==> config.mk <==
export PLATFORM = sky130hd
export DESIGN_NAME = section_coeff_selector_flat
export DESIGN_NICKNAME = d
export VERILOG_FILES = /design/src/rtl/section_coeff_selector_pkg.sv /design/src/rtl/section_coeff_selector_if.sv /design/src/rtl/coeff_dbuf_bank.sv /design/src/rtl/section_coeff_selector.sv /design/src/flat_wrapper.sv
export SDC_FILE = /design/constraint.sdc
export NUM_CORES = 1
export LEC_CHECK = 0
export CAP_MARGIN = 20
export CORE_ASPECT_RATIO = 1.25
export CORE_UTILIZATION = 55
export CTS_CLUSTER_DIAMETER = 60
export DETAILED_ROUTE_END_ITERATION = 12
export PLACE_DENSITY = 0.84
export SLEW_MARGIN = 20
export SYNTH_ARGS = -nofsm -noshare
export SYNTH_HDL_FRONTEND = slang
export SYNTH_SLANG_ARGS = --single-unit
export TNS_END_PERCENT = 30
==> constraint.sdc <==
create_clock -name clk -period 6.5 [get_ports clk]
set_input_delay 0.975 -clock clk [delete_from_list [all_inputs] [get_ports clk]]
set_output_delay 0.975 -clock clk [all_outputs]
set_load 0.01 [all_outputs]
==> src/rtl/section_coeff_selector_pkg.sv <==
// Shared constants, coefficient type and select-width helper for the
// double-buffered per-section coefficient selector.
package sec_coef_pkg;

    localparam int NUM_SECTIONS_DEF = 32'sd4;
    localparam int COEF_W_DEF       = 32'sd32;

    typedef logic [COEF_W_DEF-1:0] coef_t;

    // Index width for n entries; a single entry still needs one address bit.
    function automatic int sel_w(input int n);
        if (n <= 32'sd2) begin
            return 32'sd1;
        end else begin
            return $clog2(n);
        end
    endfunction

endpackage

==> src/rtl/section_coeff_selector_if.sv <==
// Control/read bus of the coefficient selector: shadow writes, commit, section
// read request and the registered read/status outputs.
interface section_coeff_selector_if
    import sec_coef_pkg::*;
#(
    parameter int NUM_SECTIONS = NUM_SECTIONS_DEF,
    parameter int COEF_W       = COEF_W_DEF
);
    localparam int SEL_W = sel_w(NUM_SECTIONS);

    logic              wr_en;
    logic [SEL_W-1:0]  wr_addr;
    logic [COEF_W-1:0] wr_data;
    logic              commit;
    logic [SEL_W-1:0]  section;
    logic              section_valid;
    logic [COEF_W-1:0] coef_o;
    logic              coef_valid;
    logic              sel_err;
    logic              wr_err;
    logic              pending;

    modport master (
        output wr_en, wr_addr, wr_data, commit, section, section_valid,
        input  coef_o, coef_valid, sel_err, wr_err, pending
    );

    modport slave (
        input  wr_en, wr_addr, wr_data, commit, section, section_valid,
        output coef_o, coef_valid, sel_err, wr_err, pending
    );

endinterface

==> src/rtl/coeff_dbuf_bank.sv <==
// Shadow/active coefficient storage with range-checked write decode, atomic
// shadow-to-active commit and a combinational read of the active bank.
module coeff_dbuf_bank
    import sec_coef_pkg::*;
#(
    parameter int NUM_SECTIONS = NUM_SECTIONS_DEF,
    parameter int COEF_W       = COEF_W_DEF,
    parameter int SEL_W        = sel_w(NUM_SECTIONS)
) (
    input  logic              clk,
    input  logic              rst,
    input  logic              wr_en,
    input  logic [SEL_W-1:0]  wr_addr,
    input  logic [COEF_W-1:0] wr_data,
    input  logic              commit,
    input  logic [SEL_W-1:0]  rd_addr,
    output logic [COEF_W-1:0] rd_data,
    output logic              rd_in_range,
    output logic              wr_accept,
    output logic              wr_reject
);
    // One extra bit so NUM_SECTIONS itself is representable for power-of-two sizes.
    localparam logic [SEL_W:0] NUM_L = NUM_SECTIONS[SEL_W:0];

    logic [COEF_W-1:0] shadow_r [NUM_SECTIONS];
    logic [COEF_W-1:0] active_r [NUM_SECTIONS];
    logic              wr_in_range_s;

    assign wr_in_range_s = ({1'b0, wr_addr} < NUM_L);
    assign rd_in_range   = ({1'b0, rd_addr} < NUM_L);
    assign wr_accept     = wr_en & wr_in_range_s;
    assign wr_reject     = wr_en & ~wr_in_range_s;

    // Bank storage: commit copies pre-edge shadow, so a same-cycle write stays shadow-only.
    always_ff @(posedge clk) begin
        if (rst) begin
            for (int i = 32'sd0; i < NUM_SECTIONS; i++) begin
                shadow_r[i] <= '0;
                active_r[i] <= '0;
            end
        end else begin
            if (commit) begin
                for (int i = 32'sd0; i < NUM_SECTIONS; i++) begin
                    active_r[i] <= shadow_r[i];
                end
            end
            if (wr_accept) begin
                shadow_r[wr_addr] <= wr_data;
            end
        end
    end

    // Active-bank read mux, zero for out-of-range sections.
    always_comb begin
        rd_data = '0;
        if (rd_in_range) begin
            rd_data = active_r[rd_addr];
        end else begin
            rd_data = '0;
        end
    end

endmodule

==> src/rtl/section_coeff_selector.sv <==
// Registered per-section coefficient selector: double-buffered bank plus the
// output register, read/write error flags and uncommitted-write tracking.
module section_coeff_selector
    import sec_coef_pkg::*;
#(
    parameter int NUM_SECTIONS = NUM_SECTIONS_DEF,
    parameter int COEF_W       = COEF_W_DEF
) (
    input  logic                    clk,
    input  logic                    rst,
    section_coeff_selector_if.slave bus
);
    localparam int SEL_W = sel_w(NUM_SECTIONS);

    logic [COEF_W-1:0] rd_data_s;
    logic              rd_in_range_s;
    logic              wr_accept_s;
    logic              wr_reject_s;

    logic [COEF_W-1:0] coef_r;
    logic              coef_valid_r;
    logic              sel_err_r;
    logic              wr_err_r;
    logic              pending_r;

    coeff_dbuf_bank #(
        .NUM_SECTIONS (NUM_SECTIONS),
        .COEF_W       (COEF_W),
        .SEL_W        (SEL_W)
    ) u_bank (
        .clk         (clk),
        .rst         (rst),
        .wr_en       (bus.wr_en),
        .wr_addr     (bus.wr_addr),
        .wr_data     (bus.wr_data),
        .commit      (bus.commit),
        .rd_addr     (bus.section),
        .rd_data     (rd_data_s),
        .rd_in_range (rd_in_range_s),
        .wr_accept   (wr_accept_s),
        .wr_reject   (wr_reject_s)
    );

    // Read output register; coef_o and sel_err hold while no request is presented.
    always_ff @(posedge clk) begin
        if (rst) begin
            coef_r       <= '0;
            coef_valid_r <= 1'b0;
            sel_err_r    <= 1'b0;
        end else if (bus.section_valid) begin
            coef_r       <= rd_data_s;
            coef_valid_r <= 1'b1;
            sel_err_r    <= ~rd_in_range_s;
        end else begin
            coef_valid_r <= 1'b0;
        end
    end

    // Write status: one-cycle reject pulse and pending, where a new write outranks commit.
    always_ff @(posedge clk) begin
        if (rst) begin
            wr_err_r  <= 1'b0;
            pending_r <= 1'b0;
        end else begin
            wr_err_r <= wr_reject_s;
            if (wr_accept_s) begin
                pending_r <= 1'b1;
            end else if (bus.commit) begin
                pending_r <= 1'b0;
            end
        end
    end

    assign bus.coef_o     = coef_r;
    assign bus.coef_valid = coef_valid_r;
    assign bus.sel_err    = sel_err_r;
    assign bus.wr_err     = wr_err_r;
    assign bus.pending    = pending_r;

endmodule

==> src/flat_wrapper.sv <==
// flat-port wrapper written by rule: the top's interface ports become plain ports
module section_coeff_selector_flat import sec_coef_pkg::*;
#(
    parameter int NUM_SECTIONS = NUM_SECTIONS_DEF,
    parameter int COEF_W       = COEF_W_DEF
)
  (clk, rst, bus_wr_en, bus_wr_addr, bus_wr_data, bus_commit, bus_section, bus_section_valid, bus_coef_o, bus_coef_valid, bus_sel_err, bus_wr_err, bus_pending);
  section_coeff_selector_if #(.NUM_SECTIONS(NUM_SECTIONS), .COEF_W(COEF_W)) bus_i ();
  input  logic clk;
  input  logic rst;
  input wire logic [$bits(bus_i.wr_en)-1:0] bus_wr_en;
  input wire logic [$bits(bus_i.wr_addr)-1:0] bus_wr_addr;
  input wire logic [$bits(bus_i.wr_data)-1:0] bus_wr_data;
  input wire logic [$bits(bus_i.commit)-1:0] bus_commit;
  input wire logic [$bits(bus_i.section)-1:0] bus_section;
  input wire logic [$bits(bus_i.section_valid)-1:0] bus_section_valid;
  output wire logic [$bits(bus_i.coef_o)-1:0] bus_coef_o;
  output wire logic [$bits(bus_i.coef_valid)-1:0] bus_coef_valid;
  output wire logic [$bits(bus_i.sel_err)-1:0] bus_sel_err;
  output wire logic [$bits(bus_i.wr_err)-1:0] bus_wr_err;
  output wire logic [$bits(bus_i.pending)-1:0] bus_pending;
  assign bus_i.wr_en = bus_wr_en;
  assign bus_i.wr_addr = bus_wr_addr;
  assign bus_i.wr_data = bus_wr_data;
  assign bus_i.commit = bus_commit;
  assign bus_i.section = bus_section;
  assign bus_i.section_valid = bus_section_valid;
  assign bus_coef_o = bus_i.coef_o;
  assign bus_coef_valid = bus_i.coef_valid;
  assign bus_sel_err = bus_i.sel_err;
  assign bus_wr_err = bus_i.wr_err;
  assign bus_pending = bus_i.pending;
  section_coeff_selector #(.NUM_SECTIONS(NUM_SECTIONS), .COEF_W(COEF_W)) u_core (.clk(clk), .rst(rst), .bus(bus_i));
endmodule
==> run_1/port_nets.png <==
Bar = 50 um.
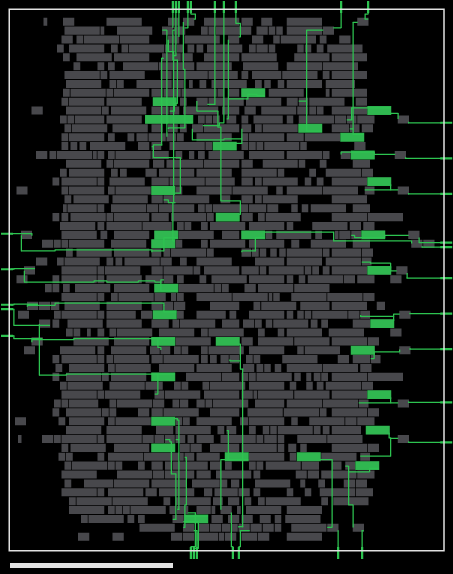
Key: green = bus_coef_o [direction output, edge 10 north, 10 east, 7 south, 5 west, end cells 32, buffers 32, wire 1490 um]

==> run_1/final_clocks.png <==
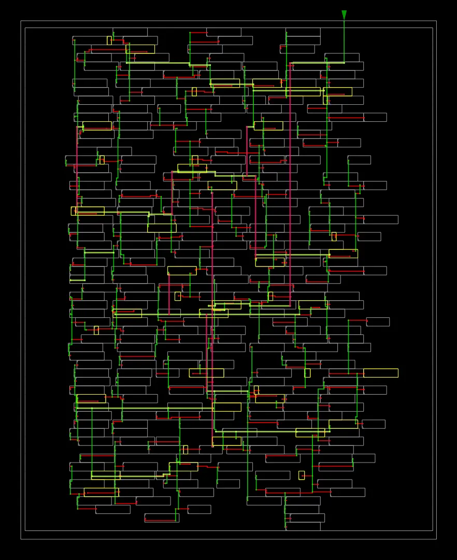
num sequential: 290
final-layout clock buffer total: 34
Layout Skew: 0.0115 ns
Clock group: 1.48 mW

==> run_1/registers.png <==
Bar = 50 um.
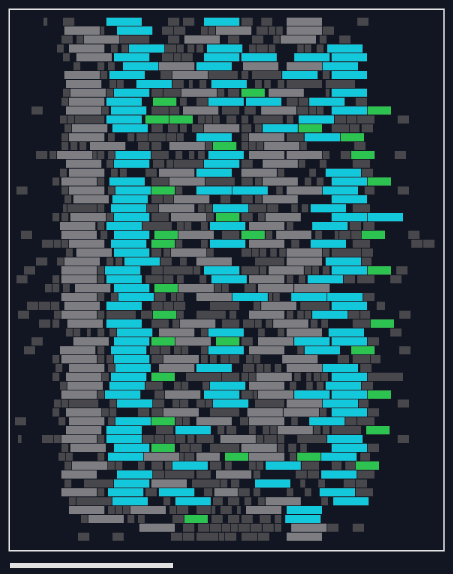
Key: green = u_core.bus.coef_o [placed flops 32]; cyan = u_core.u_bank.active_r [placed flops 128]
Another 130 sequential cells are not coloured.

==> flow_metrics.py, run 1 <==
# Flow results
metrics = {
    "placement": {
        "worst_case_setup_slack_after_placement_ns": 2.95,
        "post-dp-hpwl_um": 11500,
        "numPortBuffers": 74,
        "placed_cell_area_mm2": 0.0127,
        "instance_count_after_placement_with_tap_cells_included": 1048,
        "gp_congestion": 0.731,
    },
    "finish": {
        "seq_area_share_pct": 62.2,
        "final_layout_size_suffix_gt1_share_pct": 13.0,
        "layout.non_clock_inverters": 1,
        "fin_cells": 1091,
        "sh_comb_area_pct": 23.4,
        "multiInputCombCellCount": 401,
        "insertedDiodeCount": 0,
        "finish.net_count": 841,
        "final_layout_top_logic_cells": "256 x and2_1, 256 x edfxtp_1, 72 x clkdlybuf4s50_1",
        "fill_cells": 1410,
        "number_of_non_clock_buffers": 82,
        "area_dominant_class": "flip-flops and latches",
        "final_area_mm2": 0.0135,
    },
    "timing": {
        "fin_crit_ns": 3.01,
        "setup_slack_ns": 3.49,
        "grt_setup_unrepaired": "false",
        "hold_viol": 0,
        "setup_viol": 0,
        "post-route-period-util_pct": 46.2,
        "timing.setup.tns_ns": 0,
    },
    "pwr": {
        "power.group.top": "sequential cells",
        "power_per_cell_area_mw_per_mm2": 292,
        "total_internal_power_mw": 3.14,
        "power.combinational.total_mw": 0.248,
        "seq_cell_power_mw": 2.21,
        "cellLeakagePower_nw": 4.96,
        "peakVddDrop_uv": 183,
        "p_seq_share_pct": 56.1,
        "comb_power_share_pct": 6.3,
    },
    "worst_setup_path": {
        "critical_path.endpoint_type": "flip-flop",
        "cp.required_ns": 6.64,
        "crit_path_max_incr_delay_ns": 0.79,
        "crit_path_cell_trace": "clkdlybuf4s50_1, and4bb_2, or2_2",
        "crit_path_top_delay_cell": "or2_2",
        "setup.reg_to_reg.worst_slack_ns": 5.47,
        "timing.critical_path.max_delay_family": "simple AND/OR/NAND/NOR gates",
    },
    "floorplan": {
        "dieWidth_um": 133,
        "well_tap_count": 274,
        "dieHeight_um": 165,
    },
    "logic_synthesis": {
        "synth_seq_share_pct": 71.2,
        "ys_async_sr_fraction_pct": 0,
        "synthesis.area_per_instance_um2": 15.9,
        "ys_area_mm2": 0.0118,
        "edf_count": 256,
        "synth.yosys.num_cells": 740,
        "top_cells_by_count": "256 x and2_1, 256 x edfxtp_1, 64 x mux2i_1, 34 x dfxtp_1, 30 x o221ai_2",
        "post_synth_main_area_contributors": "edfxtp_1 65%, and2_1 14%, dfxtp_1 5.8%, mux2i_1 5.4%, o221ai_2 3.8%",
        "synth_area_mm2": 0.0118,
        "ys.flops": 290,
        "commonest_register_cell_after_synthesis": "edfxtp_1",
    },
    "run": {
        "warning_count": 26,
    },
    "clock_tree": {
        "cts_tree": "built",
        "postCtsSetupRepairBufs": 0,
        "clock_insertion_delay_worst_skew_ns": 0.52,
        "ctsLongestPathBuffers": 3,
        "clock_slew_seen_by_the_registers_of_the_worst_setup_and_hold_paths_ns": 0.07,
        "cts.sink_count": 290,
        "cts-root-buf": "clkbuf_16",
    },
    "hold_path": {
        "hp-class": "reg -> reg",
    },
    "grt": {
        "grt_first_pass_wirelength_um": 30700,
        "globalRoute.totalOverflow": 0,
        "first_global_vias": 5927,
        "pin_count_of_the_biggest_net_entering_global_routing": 78,
    },
    "status": {
        "outcome": "finished, final reports clean",
    },
    "route": {
        "postRouteWirelength_um": 19900,
        "dr.pass1.iters": 5,
        "routed_wire_length_per_instance_um": 18.3,
        "detailroute.via_count": 5767,
    },
}
[run 1: final timing paths]
| check | from | to | cells past startpoint |
|---|---|---|---|
| min | u_core.bus.pending | u_core.bus.pending | 1 |
| max reg2reg | u_core.bus.coef_o[8] | u_core.bus.coef_o[8] | 2 |
| max | bus_wr_addr[0] | u_core.u_bank.shadow_r[1][29] | 3 |
| min reg2reg | u_core.bus.pending | u_core.bus.pending | 1 |
[run 1: cells by family after synthesis]
family / synth area share [%]
muxes: 5.45
DFF: 71.2
other: 0.0319
AOI/OAI and AO/OA: 4.18
and+or+nand+nor: 16.9
buffers and inverters: 2.26
[run 1: layer usage]
layer  global-route usage (%)  routed length (um)  vias up
met4                     10.7                 810        0
met3                     2.56                 932       58
met1                     19.4                7070     2773
met2                     35.9               11100      148
li1                         -                   -     2788
met5                        0                   0        -
==> run_1/metal_stack.png <==
Only two layers are drawn.
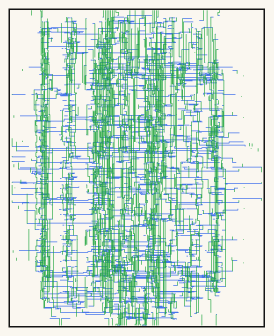

==> inputs of run 2 (changes only) <==
--- a/config.mk
+++ b/config.mk
@@ -7,10 +7,10 @@
 export LEC_CHECK = 0
 export CAP_MARGIN = 20
 export CORE_ASPECT_RATIO = 1.25
-export CORE_UTILIZATION = 55
+export CORE_UTILIZATION = 53
 export CTS_CLUSTER_DIAMETER = 60
 export DETAILED_ROUTE_END_ITERATION = 12
-export PLACE_DENSITY = 0.84
+export PLACE_DENSITY = 0.85
 export SLEW_MARGIN = 20
 export SYNTH_ARGS = -nofsm -noshare
 export SYNTH_HDL_FRONTEND = slang
==> constraint.sdc (replaced) <==
create_clock -name clk -period 2.59 [get_ports clk]
set_input_delay 0.3885 -clock clk [delete_from_list [all_inputs] [get_ports clk]]
set_output_delay 0.3885 -clock clk [all_outputs]
set_load 0.01 [all_outputs]
==> run_2/metal_stack.png <==
Only two layers are drawn.
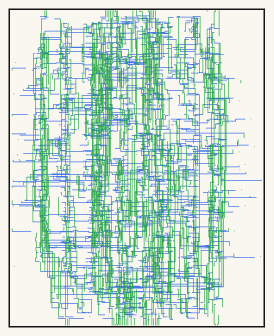
Key: green = met2 [wire length 11500 um]; blue = met1 [wire length 7320 um]

==> run 2 against run 1 <==
  * Hold slack got worse by 0.11 ns
  * Global-route usage increased by 0.14 points
  * Register-to-register slack got worse by 4.0 ns
  * Final cell count increased by 1.9%
  * Area after synthesis unchanged
  * Critical path depth decreased by 2
  * Clock power increased by 130%
  * Clock skew decreased by 0.0056 ns
  * Via count increased by 2.4%
  * Sequential share of layout area decreased by 0.80 points
  * Flip-flop count unchanged
  * Die area increased by 3.7%
  * Highest routed layer unchanged
==> flow_metrics.py, run 2 <==
# Flow results
metrics = {
    "route": {
        "met3WireLength_um": 1120,
        "postRouteWirelength_um": 20800,
        "dr.pass1.iters": 4,
        "met2WireLength_um": 11500,
    },
    "worst_setup_path": {
        "critical_path.endpoint_type": "primary output",
        "crit_path_max_incr_delay_ns": 0.58,
        "timing.reg2reg.worst_path_depth": 2,
        "source_of_the_critical_timing_path": "u_core.bus.coef_o[30]",
    },
    "logic_synthesis": {
        "synth_area_mm2": 0.0118,
        "ys_async_sr_fraction_pct": 0,
        "synth.yosys.num_cells": 740,
        "ys.flops": 290,
        "commonest_register_cell_after_synthesis": "edfxtp_1",
        "synthesis.area_per_instance_um2": 15.9,
        "synth_seq_share_pct": 71.2,
    },
    "hold_path": {
        "holdCritStartpoint": "rst",
        "hold_path_end": "u_core.bus.pending",
        "hp-class": "in -> reg",
    },
    "floorplan": {
        "dieHeight_um": 169,
    },
    "timing": {
        "timing.setup.tns_ns": 0,
        "fin_crit_ns": 1.91,
        "setup_slack_ns": 0.683,
        "clock_skew_ns": 0.00588,
    },
    "run": {
        "warning_count": 31,
    },
    "pwr": {
        "total_internal_power_mw": 7.61,
        "peakVddDrop_uv": 488,
        "power_per_cell_area_mw_per_mm2": 709,
        "power.clock.total_mw": 3.47,
        "seq_cell_power_mw": 5.53,
    },
    "grt": {
        "globalRoute.totalOverflow": 0,
        "pin_count_of_the_biggest_net_entering_global_routing": 129,
        "grt_first_pass_wirelength_um": 32200,
        "first_global_vias": 6118,
    },
    "clock_tree": {
        "clock_insertion_delay_worst_skew_ns": 0.53,
        "postCtsSetupRepairBufs": 0,
        "ctsLongestPathBuffers": 3,
    },
    "finish": {
        "final_layout_top_logic_cells": "256 x and2_1, 256 x edfxtp_1, 72 x clkdlybuf4s50_1",
        "finish.net_count": 854,
    },
    "placement": {
        "placed_cell_area_mm2": 0.0129,
    },
    "status": {
        "outcome": "finished, final reports clean",
    },
}
==> run_2/port_nets.png <==
Bar = 50 um.
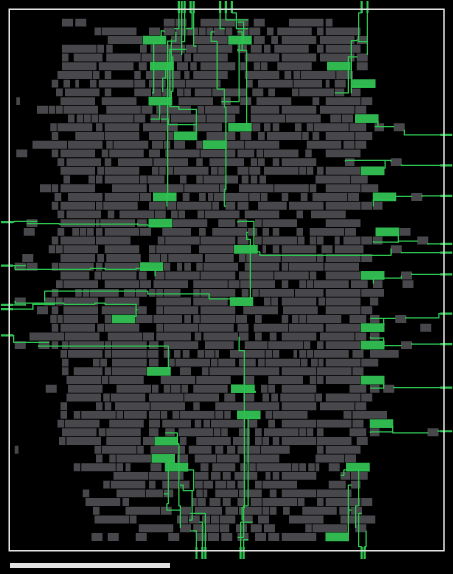
Key: green = bus_coef_o [direction output, edge 10 north, 10 east, 7 south, 5 west, end cells 32, buffers 32, wire 1370 um]

-- run 2: layer usage --
metal / GRT usage, % / vias up
met5: 0 / -
met4: 10.6 / 0
met3: 2.67 / 66
met2: 35.5 / 177
met1: 19.6 / 2850
li1: - / 2811
-- run 2: area by class of cell --
class / count / area (um2)
Antenna cell: 1 / 2.50
Clock buffer: 26 / 629
Clock inverter: 20 / 133
Fill cell: 1501 / 7980
Inverter: 1 / 7.51
Multi-Input combinational cell: 401 / 3150
Sequential cell: 290 / 8370
Tap cell: 279 / 349
Timing Repair Buffer: 94 / 996
-- run 2: cells by family after synthesis --
group	synth area share, %
simple gates	16.9
compound gates	4.18
other cells	0.0319
flops	71.2
buf+inv	2.26
mux	5.45
==> run_2/final_clocks.png <==
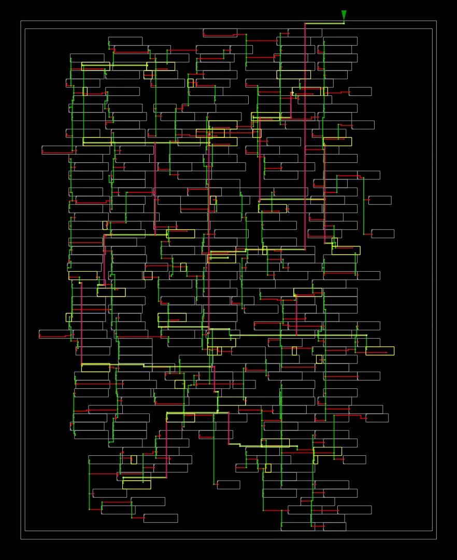

==> inputs of run 3 (changes only) <==
--- a/config.mk
+++ b/config.mk
@@ -7,10 +7,10 @@
 export LEC_CHECK = 0
 export CAP_MARGIN = 20
 export CORE_ASPECT_RATIO = 1.25
-export CORE_UTILIZATION = 53
+export CORE_UTILIZATION = 55
 export CTS_CLUSTER_DIAMETER = 60
 export DETAILED_ROUTE_END_ITERATION = 12
-export PLACE_DENSITY = 0.85
+export PLACE_DENSITY = 0.84
 export SLEW_MARGIN = 20
 export SYNTH_ARGS = -nofsm -noshare
 export SYNTH_HDL_FRONTEND = slang
==> constraint.sdc (replaced) <==
create_clock -name clk -period 1.9 [get_ports clk]
set_input_delay 0.285 -clock clk [delete_from_list [all_inputs] [get_ports clk]]
set_output_delay 0.285 -clock clk [all_outputs]
set_load 0.01 [all_outputs]
==> run_3/final_clocks.png <==
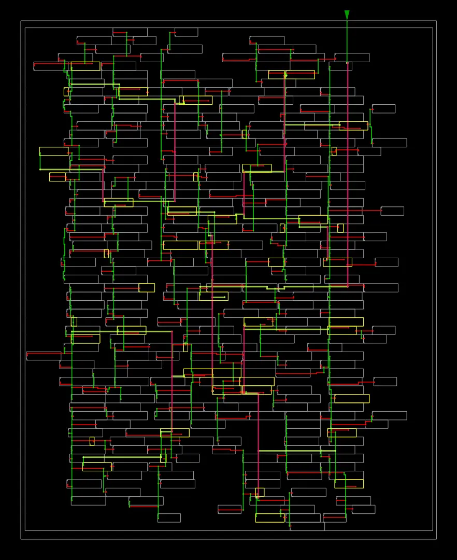
CTS Buf Count: 26
number of sinks driven by the clock tree: 290
Layout Skew: 0.00710 ns
insertion delay of the later-clocked pin in the worst-skew pair: 0.52 ns
Clock group: 5.47 mW

==> run 3 against run 2 <==
  * Core utilization up 3.5 points
  * Die area shrank 3.6%
  * Register-to-register slack got worse by 0.63 ns
  * Largest power group unchanged
  * Global-route usage increased by 1.6 points
  * Clock-buffer cell count rose by 13
==> flow_metrics.py, run 3 <==
# Flow results
metrics = {
    "clock_tree": {
        "postCtsSetupRepairBufs": 0,
        "cts-root-buf": "clkbuf_16",
        "cts_tree": "built",
        "ctsLongestPathBuffers": 3,
    },
    "worst_setup_path": {
        "crit_path_max_incr_delay_ns": 0.56,
        "crit_path_top_delay_cell": "clkdlybuf4s50_1",
        "crit-reg2reg-capture": "u_core.bus.coef_o[25]",
        "cp.depth": 1,
        "setup.reg_to_reg.worst_slack_ns": 0.87,
        "timing.critical_path.max_delay_family": "buffers and inverters",
        "critical_path.endpoint_type": "primary output",
        "timing.reg2reg.worst_path_depth": 2,
        "crit_path_cell_trace": "clkdlybuf4s50_1",
        "setup.worst_path.end": "bus_coef_o[8]",
    },
    "route": {
        "top_layer": "met4",
        "wirelength_met1_um": 7720,
        "detailroute.via_count": 5898,
        "routed_wire_length_per_instance_um": 19.1,
        "dr.pass1.iters": 4,
        "postRouteWirelength_um": 21300,
    },
    "logic_synthesis": {
        "commonest_register_cell_after_synthesis": "edfxtp_1",
        "edf_count": 256,
        "synth.yosys.num_cells": 740,
        "synth_area_mm2": 0.0118,
        "ys_area_mm2": 0.0118,
        "ys_async_sr_fraction_pct": 0,
        "synth_seq_share_pct": 71.2,
    },
    "grt": {
        "globalRoute.totalOverflow": 0,
        "globalRouteMet2Util_pct": 39.6,
        "use_met3_pct": 2.56,
        "pin_count_of_the_biggest_net_entering_global_routing": 52,
        "first_global_vias": 6250,
        "grtUsageMet1_pct": 22.4,
    },
    "finish": {
        "combGateArea_mm2": 0.00315,
        "fin_cells": 1115,
        "multiInputCombCellCount": 401,
        "final_area_mm2": 0.0139,
        "seq_area_share_pct": 60.2,
        "design.seq.count": 290,
        "area_dominant_class": "flip-flops and latches",
        "clock_buffer_count": 39,
        "layout.clock.cell_area_share_pct": 6.52,
    },
    "timing": {
        "fin_crit_ns": 1.75,
        "hold_viol": 0,
        "setup_viol": 0,
    },
    "placement": {
        "placed_cell_area_mm2": 0.0130,
        "post-dp-hpwl_um": 12600,
        "worst_case_setup_slack_after_placement_ns": -0.149,
    },
    "status": {
        "outcome": "finished, final reports clean",
    },
    "pwr": {
        "power_per_cell_area_mw_per_mm2": 1000,
        "power.combinational.total_mw": 0.949,
        "total_internal_power_mw": 11.2,
        "seq_cell_power_mw": 7.53,
    },
    "hold_path": {
        "hp-class": "in -> reg",
    },
}
==> run_3/zoom.png <==
Region (13, 104) to (53, 144) um. Cells in grey, sequential cells in the stronger grey; small squares are vias.
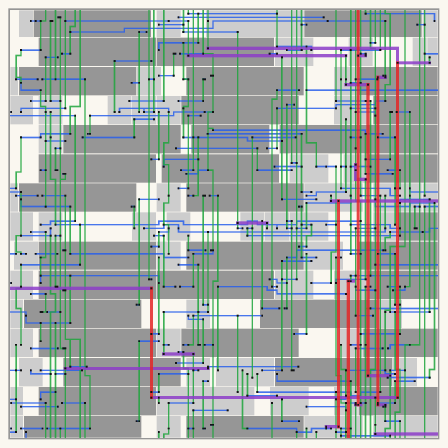
Key: green = met2; red = met4; purple = met3; blue = met1
Sequential cells in the window: 35. Most frequent: and2_1 (36), edfxtp_1 (33), mux2i_1 (6). Netlist names of flops here include u_core.u_bank.shadow_r (21), u_core.u_bank.active_r (12), u_core.bus.coef_o (2). 87 logic cells have their middle in the window.

-- run 3: cell counts after synthesis --
Identical to the previous run, type by type.
-- run 3: cell families after synthesis --
family,after synthesis,share of synthesized area (%)
other,1,0.0319
flip-flops,290,71.2
AND-OR/OR-AND,35,4.18
AND/OR/NAND/NOR,300,16.9
buffers and inverters,50,2.26
multiplexers,64,5.45
-- run 3: worst min-delay path by stage --
stage / endpoint / cells past startpoint / startpoint
after floorplan: u_core.u_bank.shadow_r[0][0] / 1 / bus_wr_data[0]
after global placement: u_core.bus.pending / 1 / u_core.bus.pending
after detailed placement: u_core.bus.pending / 1 / u_core.bus.pending
after CTS: u_core.bus.coef_o[13] / 3 / bus_section[1]
after global routing: u_core.bus.coef_o[13] / 3 / bus_section[1]
final: u_core.bus.coef_o[13] / 3 / bus_section[1]
No activity file was given, so power comes from the tool's default toggle rates.
